--- src/rtl/cdc_handshake_rx.sv ---
// Receive side of a 4-phase req/ack crossing: synchronise req, capture the held word,
// acknowledge the source, and present each word once on a 1-entry valid/ready buffer.
module cdc_handshake_rx #(
  parameter int DATA_W      = 32,
  parameter int SYNC_STAGES = 2,
  parameter int CNT_W       = 16
) (
  input  logic              clk,
  input  logic              reset,
  input  logic              async_req,
  input  logic [DATA_W-1:0] async_data,
  output logic              async_ack,
  output logic              out_valid,
  output logic [DATA_W-1:0] out_data,
  input  logic              out_ready,
  output logic [CNT_W-1:0]  xfer_cnt,
  output logic              busy
);

  typedef enum logic {IDLE, ACK_HI} state_t;

  state_t                 state, state_nxt;
  logic [SYNC_STAGES-1:0] sync_q;
  logic                   req_s;
  logic                   capture;
  logic                   deliver;
  logic                   ack_nxt;
  logic                   valid_nxt;

  // Plain flop chain only; async_data is never synchronised, it is held stable by the source.
  always_ff @(posedge clk or posedge reset) begin
    if (reset) sync_q <= '0;
    else       sync_q <= {sync_q[SYNC_STAGES-2:0], async_req};
  end

  assign req_s = sync_q[SYNC_STAGES-1];

  always_ff @(posedge clk or posedge reset) begin
    if (reset) state <= IDLE;
    else       state <= state_nxt;
  end

  // A full buffer that is not draining this edge withholds the ack (backpressure to source).
  always_comb begin
    state_nxt = state;
    capture   = 1'b0;
    ack_nxt   = async_ack;
    case (state)
      IDLE: begin
        if (req_s && (!out_valid || out_ready)) begin
          capture   = 1'b1;
          ack_nxt   = 1'b1;
          state_nxt = ACK_HI;
        end
      end
      ACK_HI: begin
        if (!req_s) begin
          ack_nxt   = 1'b0;
          state_nxt = IDLE;
        end
      end
      default: state_nxt = IDLE;
    endcase
  end

  assign deliver   = out_valid & out_ready;
  assign valid_nxt = capture | (out_valid & ~out_ready);

  always_ff @(posedge clk or posedge reset) begin
    if (reset) begin
      async_ack <= 1'b0;
      out_valid <= 1'b0;
      out_data  <= '0;
      xfer_cnt  <= '0;
    end else begin
      async_ack <= ack_nxt;
      out_valid <= valid_nxt;
      if (capture) out_data <= async_data;
      if (deliver) xfer_cnt <= xfer_cnt + 1'b1;
    end
  end

  assign busy = (state != IDLE) | out_valid;

endmodule

--- config.mk ---
export PLATFORM = sky130hd
export DESIGN_NAME = cdc_handshake_rx
export DESIGN_NICKNAME = d
export VERILOG_FILES = /design/src/rtl/cdc_handshake_rx.sv
export SDC_FILE = /design/constraint.sdc
export NUM_CORES = 1
export LEC_CHECK = 0
export CAP_MARGIN = 30
export CELL_PAD_IN_SITES_DETAIL_PLACEMENT = 0
export CELL_PAD_IN_SITES_GLOBAL_PLACEMENT = 1
export CORE_ASPECT_RATIO = 0.8
export CORE_MARGIN = 1.5
export CORE_UTILIZATION = 36
export DETAILED_ROUTE_END_ITERATION = 7
export PLACE_DENSITY_LB_ADDON = 0.1
export SYNTH_ARGS = -nofsm -noshare
export SYNTH_HDL_FRONTEND = slang
export SYNTH_SLANG_ARGS = --single-unit
--- constraint.sdc ---
create_clock -name clk -period 4.3 [get_ports clk]
set_clock_uncertainty 0.05 [all_clocks]
set_input_delay 0.86 -clock clk [delete_from_list [all_inputs] [get_ports clk]]
set_output_delay 0.86 -clock clk [all_outputs]
set_load 0.05 [all_outputs]
run_1/sizes.png
(4 px per micron)
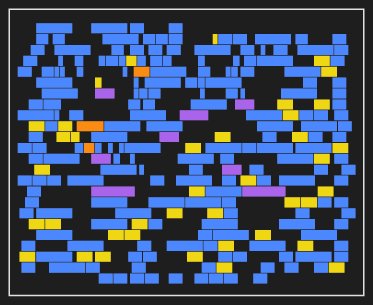
size	colour	cells	share
_6 and larger	purple	8	3.4%
_0 and _1 cells	blue	186	79%
_3 and _4 cells	orange	3	1.3%
_2 cells	yellow	39	17%

run_1/congestion.png
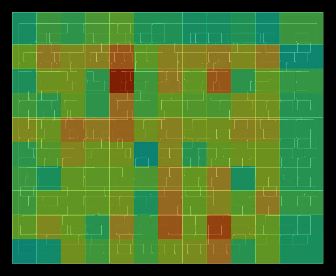
wire per inst: 13.74 microns
most used routing layer: met2
GR Layer Usage met1: 0.2112
gr usage total: 0.1522

run_1/placement_by_type.png
(4 px per micron)
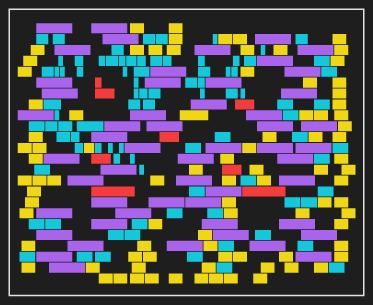
class	colour	cells
sequential cells	purple	53
clock drivers and dummy loads	red	8
remaining buffers and delay cells	yellow	88
combinational and other logic	cyan	87

==> results.py, run 1 <==
# Metrics from the implementation run
metrics = {
    "sta": {
        "setup_viol": 0,
        "relSlewSlack": 0.6251,
        "rsz0062_at_grt": "no",
        "period_needed_ns": 2.700,
        "max_freq_mhz": 370.4,
        "period_used_share": 0.6278,
        "finalHoldViolations": 0,
        "fin_ws_ns": 1.600,
        "holdWs_ns": 0.3168,
    },
    "final_layout": {
        "design_area_sq_um": 3179,
        "num_antenna_cells": 0,
        "final_cells": 314,
        "logic_area_sq_um": 714.4,
        "nFillCells": 469,
        "nets": 272,
        "final_util": 0.5754,
        "drive_gt1_frac": 0.2119,
        "syn_to_final_growth_pct": 51.88,
    },
    "route": {
        "drt_iter0_drc": 77,
        "drc": 0,
        "route.met2.wl_microns": 1974,
        "maxUsedRoutingLayer": "met4",
        "wirelength_microns": 4313,
        "via_count": 1417,
        "via_per_inst": 4.513,
        "drtPass1Iterations": 4,
    },
    "synthesis": {
        "syn_area_per_cell_sq_um": 14.64,
        "synth_cells": 143,
        "synth.distinct_cells": 23,
        "syn_nets": 180,
        "xor_share": 0.06276,
        "ys_seq_frac": 0.6336,
        "compound_area_frac": 0.004782,
        "yosys_area_sq_um": 2093,
        "ys_cells": 143,
        "yosys_warnings": 0,
        "adder_share": 0.005977,
        "netlist_area_sq_um": 2093,
    },
    "power_and_ir_drop": {
        "p_comb_frac": 0.395,
        "p_leak_nw": 1.325,
        "power_leader": "combinational cells",
        "ir_worst_vdd_uv": 322.4,
        "p_sw_frac": 0.3748,
        "pg_comb_uw": 680,
        "p_int_mw": 1.077,
        "powerDensity_nw_per_um2": 541.7,
        "power_mw": 1.722,
        "switchingPower_uw": 645.6,
        "p_clk_uw": 388,
        "seq_power_share": 0.380,
        "seq_power_uw": 654,
    },
    "worst_setup_path": {
        "cp-end-kind": "output port",
        "startpoint": "state$_DFF_PP0_",
        "crit_arrival_ns": 1.79,
        "cp.required_ns": 3.39,
        "start_kind": "flip-flop",
        "reg2reg_to": "out_data[17]$_DFFE_PP0P_",
        "regToRegStartpoint": "out_valid$_DFF_PP0_",
        "crit_cells": 2,
        "critical_path_class": "reg -> out",
        "path_delay_family": "buffers and inverters",
        "setup.worst_path.end": "busy",
        "worstRegToRegCells": 4,
        "cp_max_fo": 5,
        "r2r_slack_ns": 2.58,
        "cp_cell_sequence": "or2_2, clkdlybuf4s50_1",
        "cp_slowest_stage_delay_ns": 0.71,
    },
    "floorplanning": {
        "die_w_microns": 88.26,
        "core-area_sq_um": 5525,
        "rows": 24,
        "chipArea_sq_um": 6284,
        "ios": 87,
    },
    "cts": {
        "cts_resized": 0,
        "cts_buffers": 5,
        "clock_latency_ns": 0.30,
        "postCtsSetupBuffers": 0,
        "cts_buffer_depth": 2,
        "cts-hold-fix-buffers": 0,
        "clk_pin_slew_ns": 0.10,
    },
    "placement": {
        "dp_hpwl_microns": 3206,
        "place_inst": 306,
        "portBuffers": 86,
        "place.gp.congestion": 0.7445,
        "post_dp_cell_area_sq_um": 3045,
    },
    "global_route": {
        "grt_pass1_wl_microns": 7307,
        "grt_max_degree": 34,
        "antenna_found_initial": 0,
        "grt_pass1_vias": 1461,
    },
    "flow_run": {
        "cap_viol_max_count": 0,
        "warnings": 26,
    },
    "hold_path": {
        "whs_endpoint": "sync_q[1]$_DFF_PP0_",
        "hp-class": "reg -> reg",
        "holdCritStartpoint": "sync_q[0]$_DFF_PP0_",
    },
    "outcome": {
        "status": "finished, final reports clean",
    },
}
## run 1: cell usage after synthesis
cell type,instances,area share
dfrtp_1,53,0.63
mux2_2,33,0.18
xnor2_1,10,0.042
nor2_1,6,0.011
inv_1,5,0.0090
nand2_1,5,0.0090
xor2_1,5,0.021
nand3_1,4,0.0096
buf_6,3,0.016
nand4_1,3,0.0090
nor3_1,3,0.0072
and4_1,2,0.0084
a21oi_1,1,0.0024
and2_2,1,0.0036
and3_1,1,0.0030
and4_2,1,0.0048
ha_1,1,0.0060
nand2b_1,1,0.0030
nand3_2,1,0.0048
nor3b_4,1,0.0090
o21ai_0,1,0.0024
or2_2,1,0.0030
or3_4,1,0.0054
## run 1: state kept, by name (all words and copies together) (netlist names)
| signal | cells |
|---|---|
| out_data | 32 |
| sync_q | 2 |
| async_ack | 1 |
| state | 1 |
| xfer_cnt | 16 |
| out_valid | 1 |
## run 1: cell type report
| cell class | instances | share of cell area |
|---|---|---|
| sequential | 53 | 0.4172 |
| timing repair buffer | 88 | 0.2794 |
| multi-input combinational | 82 | 0.2247 |
| tap | 78 | 0.03070 |
| clock buffer | 5 | 0.02165 |
| clock inverter | 3 | 0.02046 |
| inverter | 5 | 0.005903 |
## run 1: metal layers
layer,vias to the layer above,GRT usage
met2,56,0.2324
met5,-,0
met4,0,0.04167
li1,670,-
met3,7,0.04667
met1,684,0.2112
## run 1: cell usage in the layout (no fill, tap or decap), types with 2 or more instances in the layout
master	netlist	final
clkdlybuf4s50_1	0	86
mux2_2	33	33
bufinv_16	0	2
clkbuf_8	0	5
nand2_1	5	5
nor2_1	6	6
nand3_1	4	4
and4_1	2	2
xor2_1	5	5
nand4_1	3	3
dfrtp_1	53	53
nor3_1	3	3
xnor2_1	10	10
inv_1	5	4
run_1/layer_met1.png
(6 px per micron)
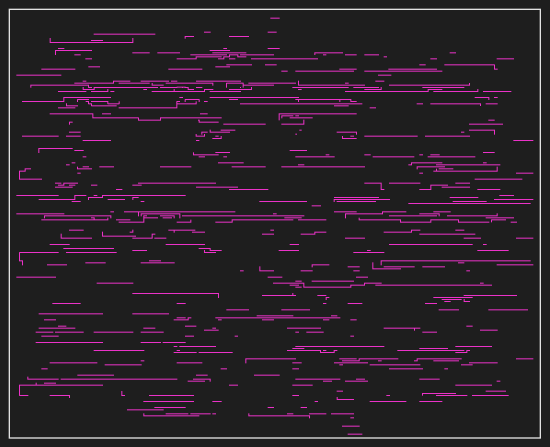

==> run 1 -> run 2 <==
--- a/config.mk
+++ b/config.mk
@@ -10,7 +10,7 @@
 export CELL_PAD_IN_SITES_GLOBAL_PLACEMENT = 1
 export CORE_ASPECT_RATIO = 0.8
 export CORE_MARGIN = 1.5
-export CORE_UTILIZATION = 36
+export CORE_UTILIZATION = 30
 export DETAILED_ROUTE_END_ITERATION = 7
 export PLACE_DENSITY_LB_ADDON = 0.1
 export SYNTH_ARGS = -nofsm -noshare
==> constraint.sdc (replaced) <==
create_clock -name clk -period 2.23 [get_ports clk]
set_clock_uncertainty 0.05 [all_clocks]
set_input_delay 0.446 -clock clk [delete_from_list [all_inputs] [get_ports clk]]
set_output_delay 0.446 -clock clk [all_outputs]
set_load 0.05 [all_outputs]
run_2/layer_met1.png
(4 px per micron)
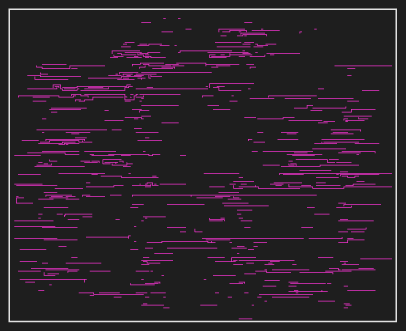
longest straight run	46.0 microns
main direction	horizontal

run_2/detail.png
Region (12, 46) to (37, 71) microns. Cells in grey, sequential cells in the stronger grey; small squares are vias.
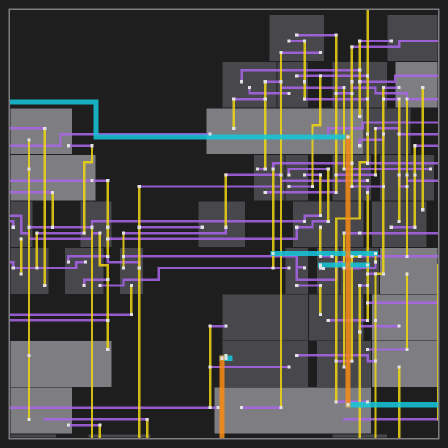
layer	colour
metal 4	orange
metal 2	yellow
metal 1	purple
metal 3	cyan
most frequent	xnor2_1 (4), dfrtp_1 (4), nand3_1 (3)
netlist names of flops here include	`xfer_cnt` (4)
sequential cells in the window	4
cells with their middle in the window	29

==> run 2 against run 1 <==
  * Via count grew 1.3%
  * Final area fell by 0.31%
  * Synthesized cell count stayed put
  * Count of clock-buffer cells in the layout increased by 2
  * Global-route usage is 2.2 points lower
  * Final cell count is 3.2% higher
  * Power grew 81%
==> results.py, run 2 <==
# Metrics from the implementation run
metrics = {
    "outcome": {
        "status": "finished, final reports clean",
    },
    "sta": {
        "max_freq_mhz": 478.7,
        "fin_tns_setup_ns": 0,
        "slew_violations": 0,
        "relSlewSlack": 0.6455,
        "finalHoldViolations": 0,
        "rsz0062_at_grt": "no",
        "setup_viol": 0,
        "fin_ws_ns": 0.1411,
        "period_used_share": 0.9367,
        "tightestPinTransition_ns": 0.5301,
        "period_needed_ns": 2.089,
    },
    "placement": {
        "post_dp_cell_area_sq_um": 3084,
        "place_inst": 317,
        "pre_cts_slack_ns": 0.06078,
        "place.gp.congestion": 0.7196,
        "dp_hpwl_microns": 3442,
        "portBuffers": 86,
    },
    "final_layout": {
        "seq_cells": 53,
        "clk_share": 0.02724,
        "regMostFlops": "out_data",
        "comb_cells": 82,
        "final_cells": 324,
        "design_area_sq_um": 3169,
        "largest_reg_flops": 32,
        "seqAreaFraction": 0.4185,
        "comb_area_share": 0.2254,
        "final-nonclk-buf-share": 0.2886,
        "syn_to_final_growth_pct": 51.40,
        "drive_gt1_frac": 0.2110,
        "dominant-cell-class": "flip-flops and latches",
        "lay_top_cells": "clkdlybuf4s50_1, dfrtp_1, mux2_2",
        "nets": 274,
        "flop_area_sq_um": 1326,
        "reg.largest.list": "out_data: 32 flops, xfer_cnt: 16 flops, sync_q: 2 flops",
        "nFillCells": 621,
        "inverters_excl_clock": 5,
        "num_antenna_cells": 0,
        "buffers_excl_clock": 90,
        "lay_top_count": "clkdlybuf4s50_1",
        "logic_area_sq_um": 714.4,
        "n_clock_buffer": 7,
    },
    "global_route": {
        "grt_max_degree": 34,
        "grt_pass1_wl_microns": 7438,
        "grt_pass1_vias": 1507,
        "antenna_found_initial": 0,
        "overflow": 0,
    },
    "floorplanning": {
        "rows": 27,
        "die_y_microns": 77.72,
        "die_w_microns": 96.39,
        "core-area_sq_um": 6824,
        "ios": 87,
        "initCoreUtil": 0.3067,
        "tapcell.inserted": 87,
        "chipArea_sq_um": 7491,
    },
    "worst_setup_path": {
        "path_delay_family": "buffers and inverters",
        "cp_max_fo": 6,
        "crit_arrival_ns": 1.59,
        "cp.required_ns": 1.73,
        "cp-end-kind": "output port",
        "worst-path-buf-inv": 1,
        "cp_cell_sequence": "clkdlybuf4s50_1",
        "cp_slowest_stage_delay_ns": 0.84,
        "critical_path_class": "reg -> out",
        "start_kind": "flip-flop",
        "crit_path_top_delay_cell": "clkdlybuf4s50_1",
    },
    "cts": {
        "cts_max_level": 2,
        "cts_buffers": 5,
        "clkSinkCount": 53,
        "cts-hold-fix-buffers": 0,
        "clock_tree.root_cell": "clkbuf_8",
        "clock_latency_ns": 0.29,
        "clk_pin_slew_ns": 0.09,
        "postCtsSetupBuffers": 0,
        "cts_resized": 1,
        "cts_buffer_depth": 2,
        "cts_tree": "done",
    },
    "synthesis": {
        "post-synth-top-area-fraction": 0.6336,
        "yosys_warnings": 0,
        "most_common_cell": "dfrtp_1",
        "edf_count": 0,
        "async_reset_ff_frac": 1.000,
        "syn_nets": 180,
        "synth.distinct_cells": 23,
        "yosys_area_sq_um": 2093,
        "ys_seq_frac": 0.6336,
        "top_area_cell": "dfrtp_1",
        "netlist_area_sq_um": 2093,
        "syn_area_per_cell_sq_um": 14.64,
        "ys_ff": 53,
        "synth.top_cells.by_area": "dfrtp_1, mux2_2, xnor2_1",
        "ff_type": "dfrtp_1",
        "synthTopCellsByCount": "dfrtp_1, mux2_2, xnor2_1, nor2_1",
        "ys_cells": 143,
        "synth_cells": 143,
    },
    "hold_path": {
        "hp-class": "reg -> reg",
    },
    "route": {
        "drc": 0,
        "ant_nets": 0,
        "wirelength_microns": 4631,
        "drtPass1Iterations": 4,
        "drt_iter0_drc": 24,
        "via_per_inst": 4.432,
        "wire_per_inst_microns": 14.29,
        "via_count": 1436,
    },
    "flow_run": {
        "cap_viol_max_count": 0,
        "warnings": 26,
    },
    "power_and_ir_drop": {
        "ir_worst_vdd_uv": 680.9,
        "powerDensity_nw_per_um2": 984.6,
        "power_mw": 3.120,
        "p_leak_nw": 1.315,
    },
}
run_2/congestion.png
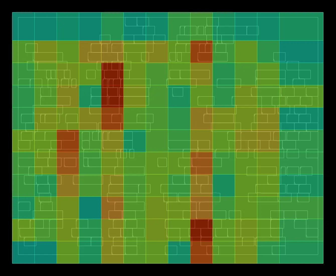
gr usage total: 0.1299
Final Util: 0.4644

-- run 2: power breakdown --
group	leakage (nW)	internal (mW)	switching (mW)	total, mW
logic	0.629	0.504	0.820	1.32
registers	0.641	1.13	0.133	1.27
clock network	0.0443	0.247	0.282	0.529
-- run 2: stage by stage --
stage	hold WS, ns	utilization
detailed placement	0.2957	0.4520
CTS	0.3168	0.4644
floorplan	0.2812	-
global route	0.3317	0.4644
global placement	0.2880	0.4520
finish	0.3109	0.4644
-- run 2: per-layer routing --
| layer | vias to the layer above | GRT usage | part of all wire | wire length [microns] |
|---|---|---|---|---|
| met3 | 10 | 0.03431 | 0.075 | 346 |
| met2 | 59 | 0.2077 | 0.45 | 2104 |
| li1 | 676 | - | - | - |
| met1 | 691 | 0.1685 | 0.45 | 2098 |
| met5 | - | 0 | 0 | 0 |
| met4 | 0 | 0.04638 | 0.018 | 82 |
-- run 2: cells by family after synthesis --
group	synth area share
adders and majority gates	0.005976
buffers and inverters	0.02510
AOI/OAI and AO/OA	0.004777
and+or+nand+nor	0.09027
xor gates and xnor gates	0.06276
DFF	0.6336
muxes	0.1775
-- run 2: worst paths after layout --
check / startpoint / to / slack (ns) / cells past startpoint
min in group asynchronous: reset / out_data[17]$_DFFE_PP0P_ / 0.42 / 2
setup / recovery: out_valid$_DFF_PP0_ / out_valid / 0.14 / 1
hold reg to reg: sync_q[0]$_DFF_PP0_ / sync_q[1]$_DFF_PP0_ / 0.31 / 0
hold / removal: sync_q[0]$_DFF_PP0_ / sync_q[1]$_DFF_PP0_ / 0.31 / 0
setup reg to reg: xfer_cnt[0]$_DFFE_PP0P_ / xfer_cnt[14]$_DFFE_PP0P_ / 0.53 / 5
max in group asynchronous: reset / out_data[22]$_DFFE_PP0P_ / 1.13 / 3
run_2/placement_by_type.png
(4 px per micron)
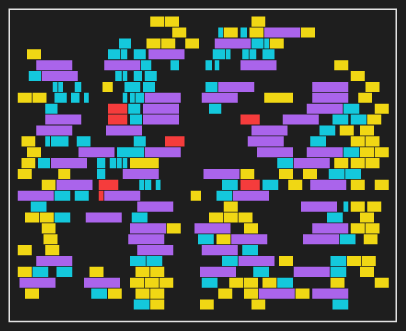

==> run 2 -> run 3 <==
--- a/config.mk
+++ b/config.mk
@@ -10,7 +10,7 @@
 export CELL_PAD_IN_SITES_GLOBAL_PLACEMENT = 1
 export CORE_ASPECT_RATIO = 0.8
 export CORE_MARGIN = 1.5
-export CORE_UTILIZATION = 30
+export CORE_UTILIZATION = 33
 export DETAILED_ROUTE_END_ITERATION = 7
 export PLACE_DENSITY_LB_ADDON = 0.1
 export SYNTH_ARGS = -nofsm -noshare
==> constraint.sdc (replaced) <==
create_clock -name clk -period 2 [get_ports clk]
set_clock_uncertainty 0.05 [all_clocks]
set_input_delay 0.4 -clock clk [delete_from_list [all_inputs] [get_ports clk]]
set_output_delay 0.4 -clock clk [all_outputs]
set_load 0.05 [all_outputs]
run_3/placement_by_type.png
(4 px per micron)
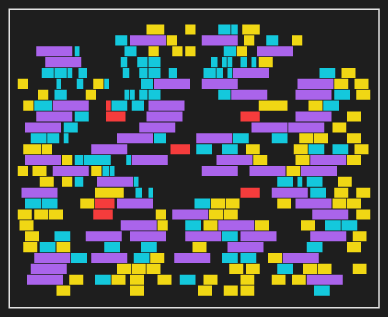
class	colour	cells
combinational and other logic	cyan	87
clock drivers and dummy loads	red	7
sequential cells	purple	53
remaining buffers and delay cells	yellow	93

run_3/detail.png
Region (11, 43) to (36, 68) microns. Cells in grey, sequential cells in the stronger grey; small squares are vias.
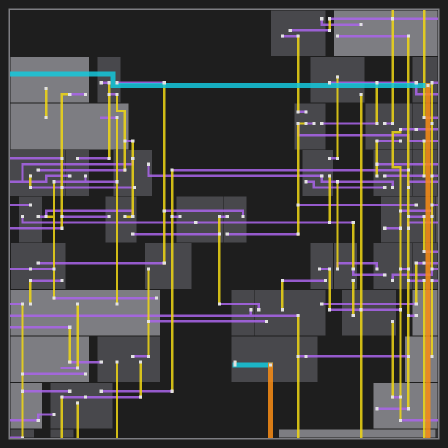
layer	colour
metal 1	purple
metal 4	orange
metal 2	yellow
metal 3	cyan
cells with their middle in the window	32
sequential cells in the window	5
most frequent	dfrtp_1 (5), xnor2_1 (4)
netlist names of flops here include	`xfer_cnt` (5)

==> run 3 against run 2 <==
  * Synthesized area is the same
  * Clock power grew 12%
  * Power grew 11%
  * Flip-flop count is the same
  * Synthesized cell count is the same
  * Largest power group unchanged
  * Largest cell class unchanged
  * Register-to-register slack lost 0.10 ns
  * Die size shrank 8.8%
  * Via count grew 0.97%
  * Critical endpoint is now out_data[24]
==> results.py, run 3 <==
# Metrics from the implementation run
metrics = {
    "final_layout": {
        "syn_to_final_growth_pct": 50.75,
        "drive_gt1_frac": 0.2833,
        "reg.largest.list": "out_data: 32 flops, xfer_cnt: 16 flops, sync_q: 2 flops",
        "final_util": 0.5254,
        "lay_top_count": "clkdlybuf4s50_1",
        "num_antenna_cells": 0,
        "nets": 277,
        "largest_reg_flops": 32,
    },
    "floorplanning": {
        "ios": 87,
        "die_w_microns": 92.05,
        "chipArea_sq_um": 6833,
        "core-area_sq_um": 6006,
    },
    "route": {
        "drc": 0,
        "via_per_inst": 4.517,
        "drtPass1Iterations": 4,
        "via_count": 1450,
        "ant_nets": 0,
        "drt_iter0_drc": 40,
    },
    "synthesis": {
        "xor_share": 0.06276,
        "most_common_cell": "dfrtp_1",
        "ys_ff": 53,
        "top_area_cell": "dfrtp_1",
        "syn_area_per_cell_sq_um": 14.64,
        "synth.top_cells.by_area": "dfrtp_1, mux2_2, xnor2_1",
        "async_reset_ff_frac": 1.000,
        "logic_family": "multiplexers",
        "synth.distinct_cells": 23,
        "compound_area_frac": 0.004782,
        "netlist_area_sq_um": 2093,
        "post-synth-top-area-fraction": 0.6336,
        "synth_cells": 143,
        "ff_type": "dfrtp_1",
        "ys_cells": 143,
        "adder_share": 0.005977,
        "syn_nets": 180,
    },
    "flow_run": {
        "warnings": 26,
    },
    "hold_path": {
        "hp-class": "reg -> reg",
    },
    "cts": {
        "cts_resized": 0,
        "clock_tree.root_cell": "clkbuf_8",
        "cts_buffers": 5,
        "cts_buffer_depth": 2,
        "cts-hold-fix-buffers": 0,
        "clock_latency_ns": 0.29,
        "cts_tree": "done",
        "clkSinkCount": 53,
        "postCtsSetupBuffers": 0,
        "clk_pin_slew_ns": 0.09,
    },
    "placement": {
        "dp_hpwl_microns": 3425,
        "place.gp.congestion": 0.7545,
        "pre_cts_slack_ns": -0.01762,
    },
    "worst_setup_path": {
        "start_kind": "flip-flop",
        "cp_slowest_stage_delay_ns": 0.81,
        "path_delay_family": "buffers and inverters",
        "cp.required_ns": 1.55,
        "crit_arrival_ns": 1.50,
        "crit_path_top_delay_cell": "clkdlybuf4s50_1",
        "cp_max_fo": 2,
    },
    "power_and_ir_drop": {
        "ir_worst_vdd_uv": 822.5,
        "p_int_mw": 2.089,
        "powerDensity_nw_per_um2": 1097,
        "p_comb_frac": 0.421,
        "pg_comb_mw": 1.46,
        "p_sw_frac": 0.3965,
        "seq_power_share": 0.408,
        "power_mw": 3.461,
        "p_clk_uw": 594,
        "power_leader": "combinational cells",
    },
    "sta": {
        "slew_violations": 0,
        "fin_ws_ns": 0.05100,
        "period_used_share": 0.9745,
        "finalHoldViolations": 0,
        "period_needed_ns": 1.949,
        "max_freq_mhz": 513.1,
    },
    "global_route": {
        "gr-usage-all-layers": 0.1419,
        "grt_max_degree": 34,
        "overflow": 0,
        "antenna_found_initial": 0,
        "grt_pass1_vias": 1479,
    },
    "outcome": {
        "status": "finished, final reports clean",
    },
}
run_3/sizes.png
(4 px per micron)
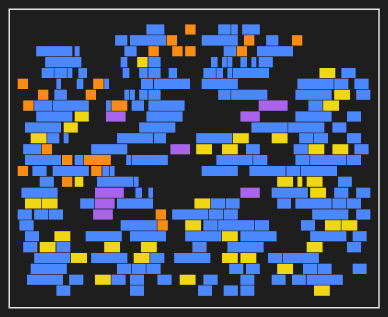
size	colour	cells	share	most used
_0 and _1 cells	blue	172	72%	clkdlybuf4s50_1
_2 cells	yellow	38	16%	mux2_2
_6 and larger	purple	8	3.3%	clkbuf_8
_3 and _4 cells	orange	22	9.2%	buf_4

-- run 3: cell counts after synthesis --
No cell type changed its count.
-- run 3: cell families (layout without fill, tap and decap cells) --
kind of cell,count (synthesis),after routing
DFF,53,53
adders and majority gates,1,1
and+or+nand+nor,31,31
buffers and inverters,8,105
AOI/OAI and AO/OA,2,2
muxes,33,33
xor gates and xnor gates,15,15
-- run 3: stage by stage --
step	hold WS [ns]	cells	area [sq um]
5_1_grt	0.3246	321	3156
2_1_floorplan	0.2812	143	2093
3_3_place_gp	0.2878	314	3062
3_5_place_dp	0.2917	314	3062
6_report	0.3108	321	3156
4_1_cts	0.3113	321	3148
-- run 3: metal layers --
layer	track usage	vias to the layer above	wire, microns
met3	0.03681	5	269
met1	0.1905	709	2054
li1	-	683	-
met4	0.04615	0	42
met5	0	-	0
met2	0.2280	53	2146
-- run 3: final cells by class --
| class | instances | area (sq um) |
|---|---|---|
| clock buffers | 7 | 86.33 |
| fillers | 537 | 2850 |
| inverters | 5 | 18.77 |
| multi-input cells | 82 | 714.4 |
| flip-flops and latches | 53 | 1326 |
| well taps | 81 | 101.3 |
| repair buffers | 93 | 908.4 |
-- run 3: path summary, 6_finish.rpt --
kind | start | to | slack, ns | cells after the start
max | out_data[24]$_DFFE_PP0P_ | out_data[24] | 0.05 | 1
min | sync_q[0]$_DFF_PP0_ | sync_q[1]$_DFF_PP0_ | 0.31 | 0
max reg2reg | xfer_cnt[0]$_DFFE_PP0P_ | xfer_cnt[14]$_DFFE_PP0P_ | 0.43 | 5
min reg2reg | sync_q[0]$_DFF_PP0_ | sync_q[1]$_DFF_PP0_ | 0.31 | 0
max in group asynchronous | reset | out_data[7]$_DFFE_PP0P_ | 0.94 | 3
min in group asynchronous | reset | out_data[31]$_DFFE_PP0P_ | 0.38 | 2
Power is estimated from default activity; no workload was simulated.
